### Routing congestion map, run 1

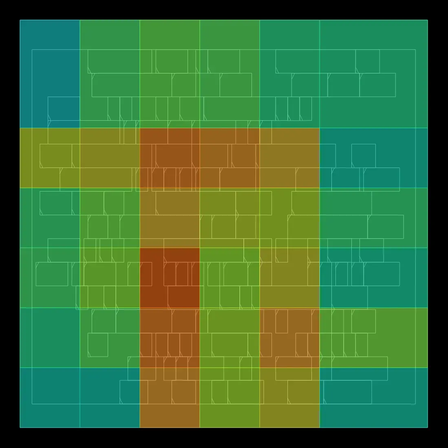
### Logic cells by family, run 1

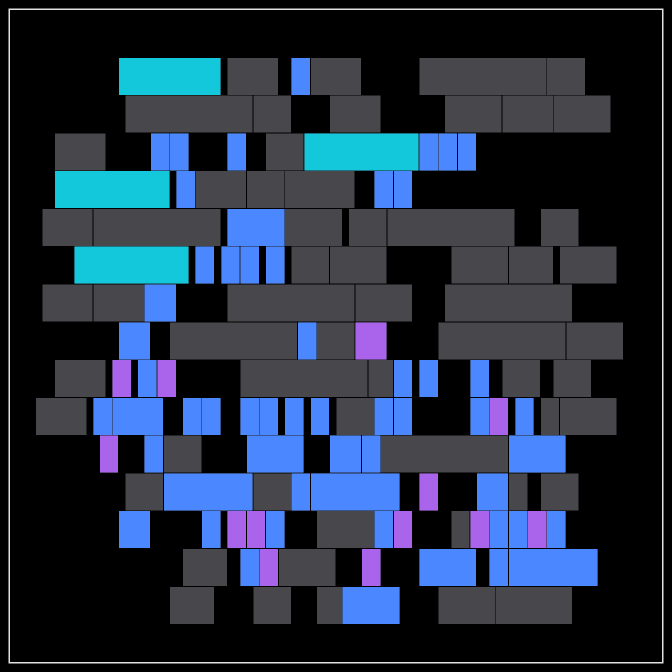
### Clock distribution, run 1

Scale bar: 10 um.
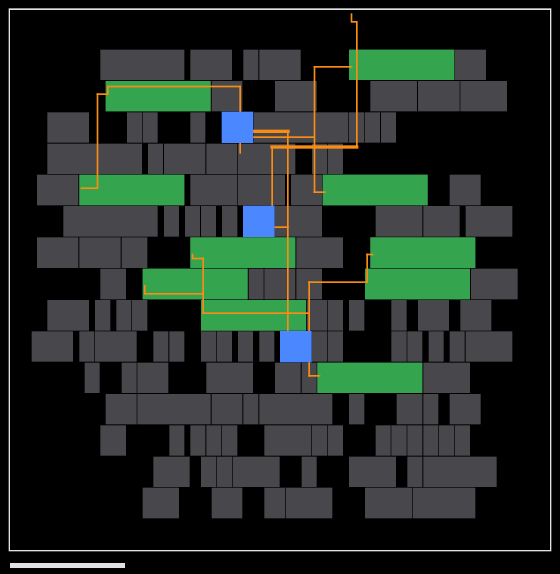
### src/rtl/n_bit_rcpa_pkg.sv
// -----------------------------------------------------------------------------
// n_bit_rcpa_pkg
// Shared constants and helpers for the approximate ripple-carry adder.
//   MODE_EXACT  (0) : exact full adder cell
//   MODE_NOTMAJ (1) : cout = majority(a,b,cin), s = ~cout
//   MODE_PASS   (2) : cout = a, s = b (cin ignored)
//   MODE_OR     (3) : cout = a & b, s = a | b | cin
// Optional feature macro used by the top: RCPA_ERRDIST_EN.
// -----------------------------------------------------------------------------
package n_bit_rcpa_pkg;

  localparam int MODE_EXACT  = 0;
  localparam int MODE_NOTMAJ = 1;
  localparam int MODE_PASS   = 2;
  localparam int MODE_OR     = 3;

  // Majority of three bits; the carry function of an exact full adder.
  function automatic logic maj3(input logic x, input logic y, input logic z);
    maj3 = (x & y) | (x & z) | (y & z);
  endfunction

  // Sum bit of an exact full adder.
  function automatic logic xor3(input logic x, input logic y, input logic z);
    xor3 = x ^ y ^ z;
  endfunction

endpackage

### src/rtl/n_bit_rcpa_cell.sv
// -----------------------------------------------------------------------------
// rcpa_cell
// One bit slice of the ripple chain. MODE selects the cell type (see
// n_bit_rcpa_pkg); any value outside 1..3 builds an exact full adder.
// Ports:
//   a, b  : operand bits
//   cin   : carry from the previous slice
//   s     : sum bit
//   cout  : carry to the next slice
// -----------------------------------------------------------------------------
module rcpa_cell
  import n_bit_rcpa_pkg::*;
#(
  parameter int MODE = MODE_EXACT
) (
  input  logic a,
  input  logic b,
  input  logic cin,
  output logic s,
  output logic cout
);

  // Cell function chosen at elaboration by MODE.
  always_comb begin
    s    = 1'b0;
    cout = 1'b0;
    case (MODE)
      MODE_NOTMAJ: begin
        cout = maj3(a, b, cin);
        s    = ~cout;
      end
      MODE_PASS: begin
        // Carry-in deliberately ignored: this breaks the ripple path.
        cout = a;
        s    = b;
      end
      MODE_OR: begin
        cout = a & b;
        s    = a | b | cin;
      end
      default: begin
        cout = maj3(a, b, cin);
        s    = xor3(a, b, cin);
      end
    endcase
  end

endmodule

### src/rtl/n_bit_rcpa.sv
// -----------------------------------------------------------------------------
// n_bit_rcpa
// Approximate N-bit ripple-carry adder with a registered result.
// The K least-significant cells use the approximate cell selected by MODE;
// cells K..N-1 are exact. The combinational sum/carry are captured on every
// rising clk edge where in_valid=1 and held otherwise (1-cycle latency).
//
// Parameters:
//   N    : operand/sum width (2..64)
//   K    : number of approximate LSB cells (0..N)
//   MODE : approximate cell type (0 exact, 1 not-majority, 2 pass, 3 or)
// Ports:
//   clk       : rising-edge clock
//   rst_n     : asynchronous active-low reset
//   in_valid  : A/B qualified this cycle
//   A, B      : unsigned operands
//   out_valid : sum/fn hold a new result
//   sum       : approximate sum bits N-1:0
//   fn        : carry out of cell N-1
// Optional (macro RCPA_ERRDIST_EN defined):
//   exact_sum : exact A+B including carry, registered alongside sum
//   err       : {fn,sum} != exact_sum
// -----------------------------------------------------------------------------
module n_bit_rcpa
  import n_bit_rcpa_pkg::*;
#(
  parameter int N    = 8,
  parameter int K    = N / 2,
  parameter int MODE = MODE_NOTMAJ
) (
  input  logic         clk,
  input  logic         rst_n,
  input  logic         in_valid,
  input  logic [N-1:0] A,
  input  logic [N-1:0] B,
  output logic         out_valid,
  output logic [N-1:0] sum,
  output logic         fn
`ifdef RCPA_ERRDIST_EN
  ,
  output logic [N:0]   exact_sum,
  output logic         err
`endif
);

  logic [N:0]   carry_s;
  logic [N-1:0] sum_s;

  logic [N-1:0] sum_d, sum_q;
  logic         fn_d, fn_q;
  logic         out_valid_d, out_valid_q;

  assign carry_s[0] = 1'b0;

  // Ripple chain: the low K cells take MODE, the rest are exact.
  for (genvar i = 0; i < N; i++) begin : g_cell
    localparam int CELL_MODE = (i < K) ? MODE : MODE_EXACT;
    rcpa_cell #(
      .MODE (CELL_MODE)
    ) u_cell (
      .a    (A[i]),
      .b    (B[i]),
      .cin  (carry_s[i]),
      .s    (sum_s[i]),
      .cout (carry_s[i+1])
    );
  end

  // Next-state: load a new result on in_valid, otherwise hold.
  always_comb begin
    out_valid_d = in_valid;
    if (in_valid) begin
      sum_d = sum_s;
      fn_d  = carry_s[N];
    end else begin
      sum_d = sum_q;
      fn_d  = fn_q;
    end
  end

  // Result registers with asynchronous clear.
  always_ff @(posedge clk or negedge rst_n) begin
    if (!rst_n) begin
      sum_q       <= {N{1'b0}};
      fn_q        <= 1'b0;
      out_valid_q <= 1'b0;
    end else begin
      sum_q       <= sum_d;
      fn_q        <= fn_d;
      out_valid_q <= out_valid_d;
    end
  end

  assign sum       = sum_q;
  assign fn        = fn_q;
  assign out_valid = out_valid_q;

`ifdef RCPA_ERRDIST_EN
  logic [N:0] exact_s;
  logic [N:0] exact_sum_d, exact_sum_q;
  logic       err_d, err_q;

  assign exact_s = {1'b0, A} + {1'b0, B};

  // Error tracking loads with the same qualifier as the approximate result,
  // and err is formed from the values being loaded so the pair stays aligned.
  always_comb begin
    if (in_valid) begin
      exact_sum_d = exact_s;
      err_d       = ({carry_s[N], sum_s} != exact_s);
    end else begin
      exact_sum_d = exact_sum_q;
      err_d       = err_q;
    end
  end

  // Error-tracking registers with asynchronous clear.
  always_ff @(posedge clk or negedge rst_n) begin
    if (!rst_n) begin
      exact_sum_q <= {(N+1){1'b0}};
      err_q       <= 1'b0;
    end else begin
      exact_sum_q <= exact_sum_d;
      err_q       <= err_d;
    end
  end

  assign exact_sum = exact_sum_q;
  assign err       = err_q;
`endif

endmodule

### config.mk
export PLATFORM = sky130hd
export DESIGN_NAME = n_bit_rcpa
export DESIGN_NICKNAME = d
export VERILOG_FILES = /design/src/rtl/n_bit_rcpa_pkg.sv /design/src/rtl/n_bit_rcpa_cell.sv /design/src/rtl/n_bit_rcpa.sv
export SDC_FILE = /design/constraint.sdc
export NUM_CORES = 1
export LEC_CHECK = 0
export ABC_AREA = 1
export CAP_MARGIN = 0
export CORE_UTILIZATION = 30
export CTS_CLUSTER_DIAMETER = 60
export DETAILED_ROUTE_END_ITERATION = 8
export GPL_TIMING_DRIVEN = 0
export PLACE_DENSITY_LB_ADDON = 0.3
export SLEW_MARGIN = 20
export SYNTH_ARGS = -nofsm -noshare
export SYNTH_HDL_FRONTEND = slang
export SYNTH_HIERARCHICAL = 1
export SYNTH_SLANG_ARGS = --single-unit
### constraint.sdc
create_clock -name clk -period 0.8 [get_ports clk]
set_input_delay 0.16 -clock clk [delete_from_list [all_inputs] [get_ports clk]]
set_output_delay 0.16 -clock clk [all_outputs]
set_load 0.02 [all_outputs]
==> reports/qor.txt, run 1 <==
CTS Buf Count: 3
Worst-path fanout max: 3
Syn_area_per_cell: 7.21 um2
Worst Slack Setup Final: -1.60 ns
Top area cell types: dfrtp_1 (41%), nand2_1 (32%), fa_1 (13%)
Worst-path clk slew: 0.07 ns
Setup Crit Path Kind: primary input to register
Top cells by count: nand2_1 (51), inv_1 (12), dfrtp_1 (10), fa_1 (4), nand3_1 (4)
Pwr per Cell Area: 1590 mW/mm2
Antenna violations before repair: 0
DRT met1 WL: 590 um
Worst path top cell family by delay: adder cells
Yosys cell types: 8
Critical Path Source Type: primary input
Resize count post-CTS: 85
Commonest Layout Cell: nand2_1
Pins over their slew limit: 0
Non-clock buffers, area share: 33.8%
Achievable Freq: 0.417 GHz
Worst hold stages: 1
Top-area cell share: 41.3%
Post-synthesis sequential area ratio: 41.3%
Number of synthesized register bits: 10
Number of hold buffers added after CTS: 0
Final wirelength: 1.58 mm
Final period util: 300%
Top_reg_cell synth: dfrtp_1
Sw frac: 31.7%
# rows: 15
Peak VDD IR: 0.000823 V
Pwr Total: 1.85 mW
Most common cell in the netlist: nand2_1
Clk pwr: 0.456 mW
Combinational gates: 62
Setup bufs post-CTS: 8
Vias in the first global route: 579
Port Buffer Count: 28
Final Cell Area: 0.00117 mm2
Registers: 10
Storage cell area: 250 um2
DR vias: 660
Worst reg-to-reg setup slack: -0.05 ns
CTS sink cnt: 10
Setup Viol. Count Final: 18
Max Root-Sink Buffers: 2
Drc violations: 0
Comb pwr share: 41.5%
Post-synth EDFFs: 0
FF-to-FF Start: sum[0]
Synth area leader: dfrtp_1
Clock buf/inv share: 3.11%
Die y size: 46.9 um
Combinational share of cell area: 34.5%
HPWL after DPL: 1.02 mm
Net switching power: 0.588 mW
Mapped Area: 606 um2
Async SR Flop Fraction: 100%
Tally of OpenROAD warnings: 29
I/O pin count: 29
Met2 usage: 25.8%
Crit-path max cell delay: 0.43 ns
Combinational gate power: 0.769 mW
Placed Cells: 139
DRT iter0 DRCs: 7
Outcome: finished, violations left
Failing checks: negative setup slack
Final nets: 155
Min-Delay Path Class: primary input to register
Gpl congestion: 0.698
# Cells Yosys: 84
FF-to-FF End: sum[0]
Nonclk inv count: 13
Area grow syn2layout: 92.6%
Clock network fraction of design power: 24.6%
Int Pwr: 1.27 mW
Fillers: 169
CTS tree: built
Crit end category: register
Notes on 'Routing congestion map' above:
grt met3 use: 2.31%
average wire per standard cell: 10.1 um

Notes on 'Logic cells by family' above:
inverters: shown in purple, cells 13, most used inv_1. NAND gates: shown in blue, cells 55, most used nand2_1. adder and majority cells: shown in cyan, cells 4, most used fa_2, where upper left.

Notes on 'Clock distribution' above:
cells driving clock nets: shown in blue, count 3. flip-flops: shown in green, count 10. clock wires: shown in orange, length 141 um.
There are 4 routed clock nets.

run 1: kinds of logic after synthesis:
family	count (synthesis)	share of synthesized area, %
fa+ha+maj	4	13.2
buf+inv	14	9.92
flops	10	41.3
other cells	1	0.619
simple gates	55	34.9
run 1: flip-flops by register name, indices dropped and copies added (netlist names):
| name | count |
|---|---|
| fn | 1 |
| out_valid | 1 |
| sum | 8 |
run 1: how the worst max path moves through the flow:
stage                     start     end  slack [ns]  depth (start not counted)
after floorplan            A[0]  sum[7]       -1.63                         14
after global placement     A[0]  sum[7]       -2.28                         15
after detailed placement   A[0]  sum[7]       -2.36                         15
after CTS                  B[0]  sum[7]       -1.74                         15
after global routing       B[0]  sum[7]       -1.70                         15
final                      B[0]  sum[7]       -1.60                         15
### Cell classes on the final placement, run 1

Scale bar: 10 um.
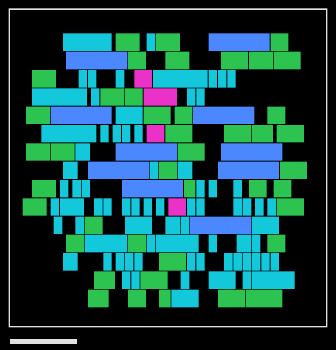

--- run 2 (diff from run 1) ---
CAP_MARGIN = 10   (was 0)
CORE_UTILIZATION = 25   (was 30)
clock period = 3 ns   (was 0.8 ns; I/O delays follow)
### Cell classes on the final placement, run 2

Scale bar: 20 um.
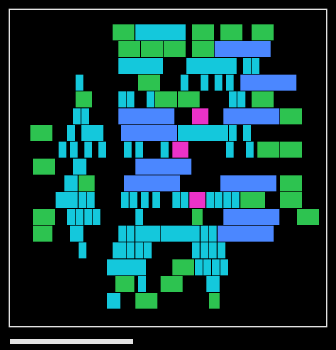
flip-flops: shown in blue, cells 10, share of their area 25%. cells driving clock nets: shown in magenta, cells 3, share of their area 2.3%. other buffers and delay cells: shown in green, cells 31, share of their area 30%. all other logic: shown in cyan, cells 75, share of their area 42%.

### Clock distribution, run 2

Scale bar: 20 um.
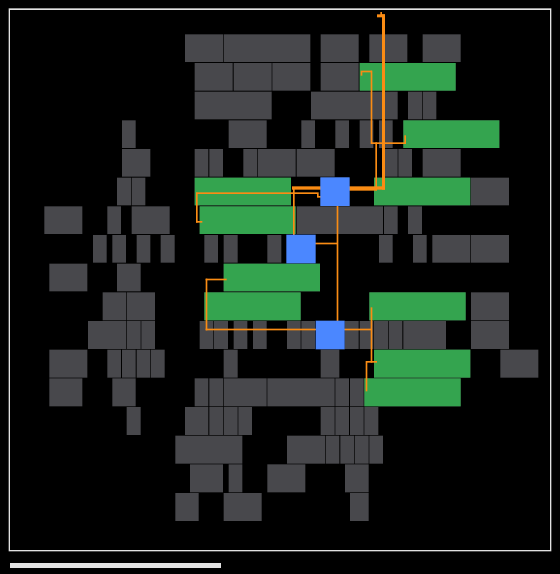
clock wires: shown in orange, length 117 um. cells driving clock nets: shown in blue, count 3. flip-flops: shown in green, count 10.
There are 4 routed clock nets.

==> run 2 against run 1 <==
Combinational power down 79%. Area after synthesis unchanged. Global-route usage down 3.8 points. Sequential share of layout area up 3.1 points. First-iteration DRC count up 29%. Count of clock-buffer cells in the layout down 1. Clock skew unchanged. Final area down 13%. The flow now finishes without violations. Largest cell class unchanged. Critical path depth down 4. Register-to-register slack better by 2.4 ns. Core utilization down 20 points. Critical path type unchanged.
==> reports/qor.txt, run 2 <==
Crit-path max cell delay: 0.45 ns
Vias in the first global route: 526
Achievable Freq: 0.347 GHz
Worst path top cell family by delay: adder cells
Final nets: 144
Syn_area_per_cell: 7.21 um2
Combinational gate power: 0.162 mW
Net switching power: 0.129 mW
Crit. Startpoint: B[2]
DR vias: 601
Port Buffer Count: 28
Worst-path fanout max: 3
Mapped Area: 606 um2
CTS Buf Count: 3
I/O pin count: 29
Die y size: 51.2 um
Clk pwr: 0.0839 mW
Area grow syn2layout: 68.2%
Resize count post-CTS: 23
Commonest Layout Cell: nand2_1
Fillers: 240
Tally of OpenROAD warnings: 26
Drc violations: 0
Simple share: 34.9%
Final Cell Area: 0.00102 mm2
Number of synthesized register bits: 10
Synth area leader: dfrtp_1
Main logic family: simple AND/OR/NAND/NOR gates
Antenna violations before repair: 0
Worst reg-to-reg setup slack: 2.40 ns
Number of hold buffers added after CTS: 0
# rows: 17
Yosys cell types: 8
Pins over their slew limit: 0
Post-synth EDFFs: 0
Critical Path Source Type: primary input
Max Root-Sink Buffers: 2
Max FFs per register: 8
Clock network fraction of design power: 20.4%
Final period util: 96.1%
DRT iter0 DRCs: 9
Async SR Flop Fraction: 100%
FF-to-FF Start: sum[2]
Outcome: completed
Final wirelength: 1.29 mm
Worst path depth: 11
Top cells by count: nand2_1 (51), inv_1 (12), dfrtp_1 (10), fa_1 (4), nand3_1 (4)
FF-to-FF End: sum[2]
Pwr per Cell Area: 403 mW/mm2
Peak VDD IR: 0.000184 V
CTS sink cnt: 10
Crit end category: register
Comb pwr share: 39.4%
# Cells Yosys: 84
### Routing congestion map, run 2

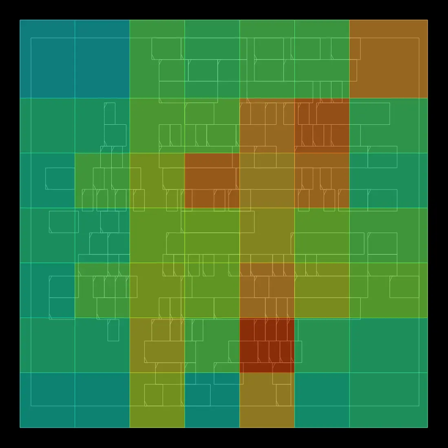
grt met3 use: 2.68%
average wire per standard cell: 8.80 um
GRT Max-Usage Layer: met2
met2 usage: 20.8%
Post-Route Utilization: 45.2%

[run 2: layout make-up]
class,instances,area share (%)
plain buffers,1,1.11
clock buffers,3,2.21
inverters,13,4.79
multi-input cells,62,36.1
flip-flops and latches,10,24.6
well taps,28,3.44
repair buffers,30,27.8
[run 2: stage by stage]
step	hold slack [ns]	TNS [ns]	power [mW]	util, %
final	0.468	0	0.410	45.2
after global routing	0.509	0	0.445	45.2
after global placement	0.453	-1.46	0.314	41.4
after detailed placement	0.457	-1.72	0.318	41.4
after CTS	0.473	0	0.414	44.5
after floorplan	0.304	0	0.238	-
[run 2: metal layers]
metal / track usage [%] / share of wire [%]
met5: 0 / 0
met4: 5.41 / 1.2
met1: 11.5 / 38
met3: 2.68 / 4.1
met2: 20.8 / 56
Power and IR drop assume default switching activity.
